run_1/placed.png
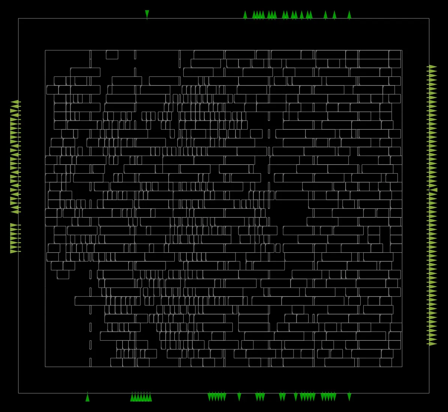
run_1/class_map.png
Drawn at 4 px/um.
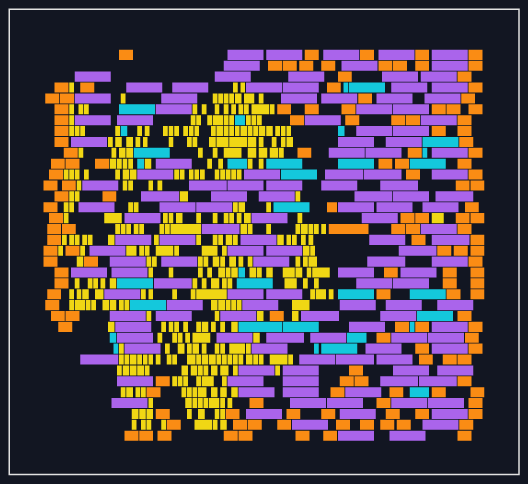
run_1/m3.png
Drawn at 2 px/um. Cells faint in the background.
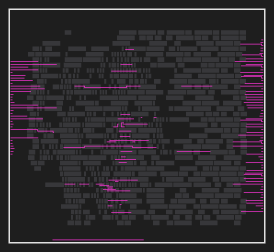
File: src/rtl/enigma_pkg.sv
// Shared constants, types and position helpers for the Enigma rotor sequencer.
package enigma_pkg;

  localparam int unsigned LETTERS  = 26;
  localparam int unsigned NOTCH1   = 17;
  localparam int unsigned NOTCH2   = 5;
  localparam int unsigned PIPE_LAT = 7;

  typedef logic [6:0] letter_t;

  typedef enum logic [1:0] {
    S_IDLE,
    S_RUN,
    S_DRAIN,
    S_LOAD
  } ctrl_state_e;

  function automatic letter_t next_pos(letter_t p, int unsigned letters = LETTERS);
    return (p == letter_t'(letters)) ? letter_t'(1) : p + letter_t'(1);
  endfunction

  // Positions are 1-based; anything outside 1..letters falls back to 1.
  function automatic letter_t clamp_pos(letter_t p, int unsigned letters = LETTERS);
    return ((p == '0) || (p > letter_t'(letters))) ? letter_t'(1) : p;
  endfunction

endpackage

File: src/rtl/enigma_pos_delay.sv
// Fixed-depth shift line of rotor positions; every tap resets to position 1.
module enigma_pos_delay
  import enigma_pkg::*;
#(
  parameter int unsigned DEPTH = 3
) (
  input  logic                 clk_i,
  input  logic                 rst_i,
  input  logic [6:0]           pos_i,
  output logic [DEPTH:1][6:0]  taps_o
);

  logic [DEPTH:1][6:0] r_taps;

  always_ff @(posedge clk_i or posedge rst_i) begin
    if (rst_i) begin
      for (int unsigned k = 1; k <= DEPTH; k++) begin
        r_taps[k] <= letter_t'(1);
      end
    end else begin
      r_taps[1] <= pos_i;
      for (int unsigned k = 2; k <= DEPTH; k++) begin
        r_taps[k] <= r_taps[k-1];
      end
    end
  end

  assign taps_o = r_taps;

endmodule

File: src/rtl/enigma_rotor_ctrl.sv
// Rotor sequencer: accepts letters, steps rotors with double-step, and drains
// the encoding pipeline before any run-time position change.
module enigma_rotor_ctrl #(
  parameter int unsigned LETTERS  = enigma_pkg::LETTERS,
  parameter int unsigned NOTCH1   = enigma_pkg::NOTCH1,
  parameter int unsigned NOTCH2   = enigma_pkg::NOTCH2,
  parameter int unsigned PIPE_LAT = enigma_pkg::PIPE_LAT
) (
  input  logic            clk_i,
  input  logic            rst_i,
  input  logic            rotors_rst_i,
  input  logic            cfg_load_i,
  input  logic [6:0]      cfg_r1_i,
  input  logic [6:0]      cfg_r2_i,
  input  logic [6:0]      cfg_r3_i,
  input  logic [6:0]      sym_i,
  input  logic            sym_val_i,
  output logic            sym_rdy_o,
  output logic [6:0]      in_symb_o,
  output logic            en_val_o,
  output logic [6:0]      r1_o,
  output logic [5:1][6:0] r1_d_o,
  output logic [6:0]      r2_o,
  output logic [4:1][6:0] r2_d_o,
  output logic [6:0]      r3_o,
  output logic [3:1][6:0] r3_d_o,
  output logic            busy_o
);

  import enigma_pkg::*;

  ctrl_state_e       r_state, w_state_nxt;
  letter_t           r_r1, r_r2, r_r3;
  letter_t           r_st1, r_st2, r_st3;
  letter_t           r_symb;
  logic              r_en_val;
  logic [PIPE_LAT:0] r_track;

  logic w_rdy, w_xfer, w_req, w_drained;
  logic w_r1_notch, w_r2_notch;

  assign w_xfer     = sym_val_i & w_rdy;
  assign w_req      = cfg_load_i | rotors_rst_i;
  // A letter accepted on the request edge is not in the tracker yet.
  assign w_drained  = (r_track == '0) & ~r_en_val;
  assign w_r1_notch = (r_r1 == letter_t'(NOTCH1));
  assign w_r2_notch = (r_r2 == letter_t'(NOTCH2));

  always_comb begin
    w_state_nxt = r_state;
    w_rdy       = 1'b0;
    unique case (r_state)
      S_IDLE:  w_state_nxt = S_RUN;
      S_RUN: begin
        w_rdy = 1'b1;
        if (w_req) w_state_nxt = S_DRAIN;
      end
      S_DRAIN: if (w_drained) w_state_nxt = S_LOAD;
      S_LOAD:  w_state_nxt = S_RUN;
      default: w_state_nxt = S_IDLE;
    endcase
  end

  always_ff @(posedge clk_i or posedge rst_i) begin
    if (rst_i) r_state <= S_IDLE;
    else       r_state <= w_state_nxt;
  end

  always_ff @(posedge clk_i or posedge rst_i) begin
    if (rst_i) begin
      r_r1     <= letter_t'(1);
      r_r2     <= letter_t'(1);
      r_r3     <= letter_t'(1);
      r_st1    <= letter_t'(1);
      r_st2    <= letter_t'(1);
      r_st3    <= letter_t'(1);
      r_symb   <= '0;
      r_en_val <= 1'b0;
      r_track  <= '0;
    end else begin
      r_en_val <= w_xfer;
      r_track  <= {r_track[PIPE_LAT-1:0], r_en_val};
      if (w_xfer) r_symb <= sym_i;

      // Start positions are captured at request time; a plain rotor reset keeps them.
      if ((r_state == S_RUN) && cfg_load_i) begin
        r_st1 <= clamp_pos(cfg_r1_i, LETTERS);
        r_st2 <= clamp_pos(cfg_r2_i, LETTERS);
        r_st3 <= clamp_pos(cfg_r3_i, LETTERS);
      end

      if (w_xfer) begin
        r_r1 <= next_pos(r_r1, LETTERS);
        if (w_r1_notch || w_r2_notch) r_r2 <= next_pos(r_r2, LETTERS);
        if (w_r2_notch)               r_r3 <= next_pos(r_r3, LETTERS);
      end else if ((r_state == S_DRAIN) && w_drained) begin
        r_r1 <= r_st1;
        r_r2 <= r_st2;
        r_r3 <= r_st3;
      end
    end
  end

  enigma_pos_delay #(.DEPTH(5)) u_r1_dly (
    .clk_i  (clk_i),
    .rst_i  (rst_i),
    .pos_i  (r_r1),
    .taps_o (r1_d_o)
  );

  enigma_pos_delay #(.DEPTH(4)) u_r2_dly (
    .clk_i  (clk_i),
    .rst_i  (rst_i),
    .pos_i  (r_r2),
    .taps_o (r2_d_o)
  );

  enigma_pos_delay #(.DEPTH(3)) u_r3_dly (
    .clk_i  (clk_i),
    .rst_i  (rst_i),
    .pos_i  (r_r3),
    .taps_o (r3_d_o)
  );

  assign sym_rdy_o = w_rdy;
  assign in_symb_o = r_symb;
  assign en_val_o  = r_en_val;
  assign r1_o      = r_r1;
  assign r2_o      = r_r2;
  assign r3_o      = r_r3;
  assign busy_o    = (|r_track) | (r_state != S_RUN);

endmodule
File: config.mk
export PLATFORM = sky130hd
export DESIGN_NAME = enigma_rotor_ctrl
export DESIGN_NICKNAME = d
export VERILOG_FILES = /design/src/rtl/enigma_pkg.sv /design/src/rtl/enigma_pos_delay.sv /design/src/rtl/enigma_rotor_ctrl.sv
export SDC_FILE = /design/constraint.sdc
export NUM_CORES = 1
export LEC_CHECK = 0
export ABC_AREA = 1
export ABC_CLOCK_PERIOD_IN_PS = 6900
export CAP_MARGIN = 20
export CORE_ASPECT_RATIO = 0.9
export CORE_MARGIN = 8
export CORE_UTILIZATION = 48
export DETAILED_ROUTE_END_ITERATION = 10
export PLACE_DENSITY = 0.8
export SYNTH_ARGS = -nofsm -noshare
export SYNTH_HDL_FRONTEND = slang
export SYNTH_SLANG_ARGS = --single-unit
File: constraint.sdc
create_clock -name clk_i -period 6.9 [get_ports clk_i]
set_clock_uncertainty 0.1 [all_clocks]
set_input_delay 1.035 -clock clk_i [delete_from_list [all_inputs] [get_ports clk_i]]
set_output_delay 1.035 -clock clk_i [all_outputs]
set_load 0.01 [all_outputs]
==> results.yml, run 1 <==
# yosys + openroad results
logic_synthesis:
  synthCells: 510
  yosys.area.top_type: "dfrtp_1"
  ys_seq_share: 0.681
  synth.top_cell.area_share: 0.592
  synthFlopType: "dfrtp_1"
  edf_count: 0
  synth_area_um2: 5330
  ys_cells: 510
layout:
  nClkBuffers: 25
  comb_area_frac: 0.199
  clk_share: 0.0733
  largest_register_ffs: 35
  buffers_excl_clock: 149
  seq_share: 0.485
  dominant_cells: "registers"
detailed_routing:
  detail-route-antenna-nets: 0
  drc: 0
  drt_iter0_drc: 331
  wl_um: 12600
  vias_per_cell: 5.01
  vias: 4076
power_and_ir_drop:
  p_seq_frac: 0.423
  comb_power_w: 0.00103
  leakagePower_nw: 3.57
  total_power_w: 0.00323
cts:
  clkLatencyLatePin_ps: 400
  cts_tree: "done"
  ctsHoldBuffers: 0
  numCtsBuffers: 17
  cts_num_sinks: 144
  h-tree-depth: 4
  cts_setup_buffers: 0
  cts_root_buf: "clkbuf_16"
hold_path:
  hold_path.class: "reg -> reg"
critical_path:
  path_class: "in -> reg"
  r2r_cells: 8
  crit_path_start: "sym_val_i"
  worstPathArrival_ps: 3510
  reg2reg_slack_ps: 3910
flow_run:
  tool_warnings: 32
final_timing:
  worstMarginPinSlew_ps: 979
  holdWs_ps: 259
  drv_slew: 0
  finalSetupTns_ps: 0
placed_design:
  post-place-cells: 780
  place_congestion: 0.917
  port_buffers: 147
  dpl-instance-area_um2: 6900
floorplanning:
  die_height_um: 116
  fp.dieW_um: 127
global_routing:
  grt_overflow: 0
  grt_max_degree: 86
  grt_pass1_wl_um: 20600
outcome:
  status: "finished clean"
## Picture notes: placed.png
tap cell count: 133
Flops: 144
total core area: 10800 um^2
row count: 36
fillers: 802

## Picture notes: class_map.png
colour	class	cells	share of their area
purple	registers	144	50%
cyan	clock drivers and dummy loads	32	7.5%
orange	remaining buffers and delay cells	149	21%
yellow	remaining logic cells	355	22%

## Picture notes: m3.png
nets with wire on the layer	124
main direction	horizontal
longest straight run	45.3 um
share of all routed wire	7.9%
wire length on this layer	994 um

[run 1: per-layer routing]
layer	up-vias	part of all wire	GRT usage
li1	1926	-	-
met1	1969	0.44	0.215
met2	173	0.47	0.288
met3	8	0.079	0.0658
met4	0	0.0087	0.0578
met5	-	0	0
[run 1: kinds of logic after synthesis]
kind of cell / count (synthesis) / synth area share
simple gates: 274 / 0.217
flops: 144 / 0.681
buf+inv: 47 / 0.0404
compound gates: 31 / 0.0315
fa+ha+maj: 10 / 0.0235
xor+xnor: 4 / 0.00658
[run 1: worst max-delay path, delay by kind of cell]
family / cells / cell delay, ps
buffers and inverters: 2 / 1050
AND/OR/NAND/NOR: 5 / 1410
==> inputs of run 2 (changes only) <==
--- a/config.mk
+++ b/config.mk
@@ -6,13 +6,13 @@
 export NUM_CORES = 1
 export LEC_CHECK = 0
 export ABC_AREA = 1
-export ABC_CLOCK_PERIOD_IN_PS = 6900
+export ABC_CLOCK_PERIOD_IN_PS = 2900
 export CAP_MARGIN = 20
 export CORE_ASPECT_RATIO = 0.9
 export CORE_MARGIN = 8
-export CORE_UTILIZATION = 48
+export CORE_UTILIZATION = 43
 export DETAILED_ROUTE_END_ITERATION = 10
-export PLACE_DENSITY = 0.8
+export PLACE_DENSITY = 0.76
 export SYNTH_ARGS = -nofsm -noshare
 export SYNTH_HDL_FRONTEND = slang
 export SYNTH_SLANG_ARGS = --single-unit
==> constraint.sdc (replaced) <==
create_clock -name clk_i -period 2.9 [get_ports clk_i]
set_clock_uncertainty 0.1 [all_clocks]
set_input_delay 0.435 -clock clk_i [delete_from_list [all_inputs] [get_ports clk_i]]
set_output_delay 0.435 -clock clk_i [all_outputs]
set_load 0.01 [all_outputs]
run_2/m3.png
Drawn at 2 px/um. Cells faint in the background.
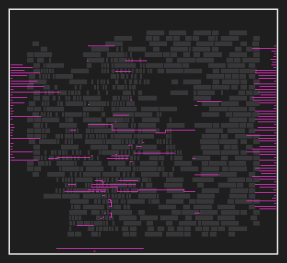
longest straight run	43.5 um
nets with wire on the layer	122
wire length on this layer	991 um
main direction	horizontal

==> run 2 against run 1 <==
Via count is 0.52% lower. Non-clock buffer count up 1. Sequential power is 140% higher. Hold slack improved by 3.5 ps. Clock power went up to 2.9 times the previous value. Wire length increased by 1.6%. First-iteration DRC count fell by 9.1%. Critical path depth is 2 lower. Utilization is 6.0 points lower. Synthesized cell count is the same. Global-route usage down 1.4 points. Register-to-register slack got worse by 3100 ps. Highest routed layer unchanged.
==> results.yml, run 2 <==
# yosys + openroad results
logic_synthesis:
  synth-compound-area-share: 0.0315
  synth.cellmix.adderShare: 0.0235
  synthCells: 510
  top_logic_kind: "simple AND/OR/NAND/NOR gates"
  synthMuxAreaShare: 0
  synth.top_cell.area_share: 0.592
  xor_area_frac: 0.00658
detailed_routing:
  dr_wl_met3_um: 990
  vias_per_cell: 4.82
  wl_met1_um: 5670
  vias: 4055
  detail-route-antenna-nets: 0
  drt_iter0_drc: 301
  wl_met2_um: 5840
  highest_layer: "met4"
  drc: 0
  wl_um: 12800
layout:
  clk_share: 0.0867
  nFillCells: 975
  comb_area_frac: 0.195
  ff_count: 144
  dominant_cells: "registers"
  nClkBuffers: 21
  largest_register_ffs: 35
cts:
  ctsHoldBuffers: 0
  cts_root_buf: "clkbuf_16"
  h-tree-depth: 4
  cts_tree: "done"
  cts_setup_buffers: 0
  numCtsBuffers: 17
floorplanning:
  n_tap_cell: 160
  core_area_um2: 12100
  die_height_um: 122
  fp.dieW_um: 133
global_routing:
  grt_max_degree: 145
  use_met2: 0.259
  grt_overflow: 0
  grt.met1_usage: 0.199
  grt_use_met3: 0.0576
  grt_pass1_wl_um: 21000
  busiest_layer: "met2"
placed_design:
  place_congestion: 0.839
  port_buffers: 147
power_and_ir_drop:
  leakagePower_nw: 3.61
critical_path:
  crit_family: "simple AND/OR/NAND/NOR gates"
  reg2reg_slack_ps: 850
  cp_num_cells: 5
  worstPathArrival_ps: 1780
  path_class: "reg -> out"
  crit_path_start: "r_track[6]"
hold_path:
  hold_path.class: "reg -> reg"
final_timing:
  drv_slew: 0
  finalSetupTns_ps: 0
  worstMarginPinSlew_ps: 731
flow_run:
  tool_warnings: 34
outcome:
  status: "finished clean"
run 2: netlist changes by cell type in the layout (fill, tap and decap cells not counted), sizes merged:
cell / previous run / this run
bufinv: 1 / 6
buf: 2 / 3
clkinvlp: 1 / 3
clkbuf: 25 / 21
inv: 35 / 34
clkinv: 6 / 4
run 2: power by group:
group	internal, W	switching (W)	leakage, nW
logic	0.00127	0.00119	1.40
clock network	0.00163	0.000774	0.317
registers	0.00275	0.000516	1.90
total	0.00565	0.00248	3.61
run 2: through the flow:
step                      cells  total power (W)  cell area (um^2)  worst slack, ps  hold slack (ps)
final                       841          0.00813              7620              580              262
after global routing        841          0.00858              7620              451              269
after CTS                   841          0.00823              7620              552              267
after detailed placement    809          0.00577              6960              769              257
after global placement      809          0.00567              6960              867              255
after floorplan             510          0.00426              5330              575              254
==> inputs of run 3 (changes only) <==
--- a/config.mk
+++ b/config.mk
@@ -6,13 +6,13 @@
 export NUM_CORES = 1
 export LEC_CHECK = 0
 export ABC_AREA = 1
-export ABC_CLOCK_PERIOD_IN_PS = 2900
+export ABC_CLOCK_PERIOD_IN_PS = 2310
 export CAP_MARGIN = 20
 export CORE_ASPECT_RATIO = 0.9
 export CORE_MARGIN = 8
-export CORE_UTILIZATION = 43
+export CORE_UTILIZATION = 48
 export DETAILED_ROUTE_END_ITERATION = 10
-export PLACE_DENSITY = 0.76
+export PLACE_DENSITY = 0.8
 export SYNTH_ARGS = -nofsm -noshare
 export SYNTH_HDL_FRONTEND = slang
 export SYNTH_SLANG_ARGS = --single-unit
==> constraint.sdc (replaced) <==
create_clock -name clk_i -period 2.31 [get_ports clk_i]
set_clock_uncertainty 0.1 [all_clocks]
set_input_delay 0.3465 -clock clk_i [delete_from_list [all_inputs] [get_ports clk_i]]
set_output_delay 0.3465 -clock clk_i [all_outputs]
set_load 0.01 [all_outputs]
run_3/m3.png
Drawn at 2 px/um. Cells faint in the background.
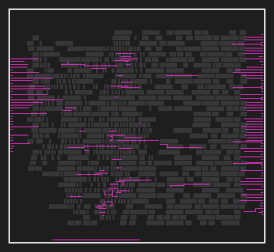
wire length on this layer	1120 um
nets with wire on the layer	137
share of all routed wire	8.5%

==> run 3 against run 2 <==
Sequential power grew 26%. Register-to-register slack lost 570 ps. Final area shrank 0.33%.
==> results.yml, run 3 <==
# yosys + openroad results
outcome:
  status: "finished clean"
cts:
  numCtsBuffers: 17
  clkTransAtPathRegs_ps: 60
  cts_tree: "done"
  clkLatencyLatePin_ps: 410
  cts_setup_buffers: 0
  ctsHoldBuffers: 0
  cts_root_buf: "clkbuf_16"
  h-tree-depth: 4
  cts_num_sinks: 144
  cts_resized: 0
layout:
  drive_gt1_frac: 0.0961
  lay_top_count: "nand2_1"
  stdcell_area_um2: 7590
  largest_register_ffs: 35
  final_cell_count_no_fill: 820
  utilization: 0.703
floorplanning:
  core_area_um2: 10800
  placementRows: 36
  die_area_um2: 14700
  die_height_um: 116
  fp.dieW_um: 127
critical_path:
  path_class: "reg -> out"
  crit_buf_inv: 2
  reg2reg_slack_ps: 280
  worstPathArrival_ps: 1750
  worstSetupEndpoint: "busy_o"
  crit_family: "buffers and inverters"
  crit_path_start: "r_state[1]"
  r2r_cells: 8
  cp_num_cells: 4
global_routing:
  track_usage: 0.183
  grt_pass1_wl_um: 21200
  grt_overflow: 0
  grt_max_degree: 56
placed_design:
  port_buffers: 147
  place_congestion: 0.806
  dpl-instance-area_um2: 6970
  post-place-cells: 786
  dp_hpwl_um: 9330
  pre_cts_slack_ps: 256
final_timing:
  rsz0062_at_grt: "no"
  final-hold-violation-count: 0
  worstMarginPinSlew_ps: 476
  holdWs_ps: 211
  finalSetupTns_ps: 0
  worst_slack_ps: 112
  finalCritPeriodShare: 0.952
  drv_slew: 0
  relSlewSlack: 0.682
power_and_ir_drop:
  p_clk_w: 0.00277
  p_seq_frac: 0.409
  clkPwrFrac: 0.276
  leakagePower_nw: 3.62
  seq-power_w: 0.00411
  switching_power_w: 0.00320
  p_int_w: 0.00685
  netSwitchingFraction: 0.319
  comb_power_w: 0.00317
  combPwrFrac: 0.315
  power_leader: "sequential cells"
  total_power_w: 0.0101
logic_synthesis:
  ys_seq_share: 0.681
  synth.top_cell.area_share: 0.592
  synthCells: 510
  synthFlopType: "dfrtp_1"
  ys_types: 27
  edf_count: 0
  ys_cells: 510
  synth_warnings: 0
  yosys.area.top_type: "dfrtp_1"
  synth_area_um2: 5330
detailed_routing:
  wl_um: 13100
  drt_iter0_drc: 456
  vias: 4192
  vias_per_cell: 5.11
  drt-pass1-iter-count: 5
  drc: 0
  detail-route-antenna-nets: 0
  wl_per_cell_um: 16.0
flow_run:
  tool_warnings: 32
hold_path:
  hold_path.class: "in -> async"
[run 3: cell counts after synthesis]
No cell type changed its count.
[run 3: area by class of cell]
class / instances / area [um^2]
tap: 133 / 166
multi-input combinational: 319 / 1490
inverter: 36 / 140
sequential: 144 / 3630
clock buffer: 21 / 460
clock inverter: 11 / 151
fill: 775 / 3220
timing repair buffer: 156 / 1560
[run 3: per-layer routing]
metal | track usage | part of all wire
met1 | 0.227 | 0.43
met2 | 0.289 | 0.47
met3 | 0.0667 | 0.085
met4 | 0.0736 | 0.013
met5 | 0 | 0
[run 3: cells by family after synthesis]
family	share of synthesized area
AND/OR/NAND/NOR	0.217
flip-flops	0.681
buffers and inverters	0.0404
AND-OR/OR-AND	0.0315
adder cells (fa/ha/maj)	0.0235
XOR/XNOR	0.00658
No activity file was given, so power comes from the tool's default toggle rates.
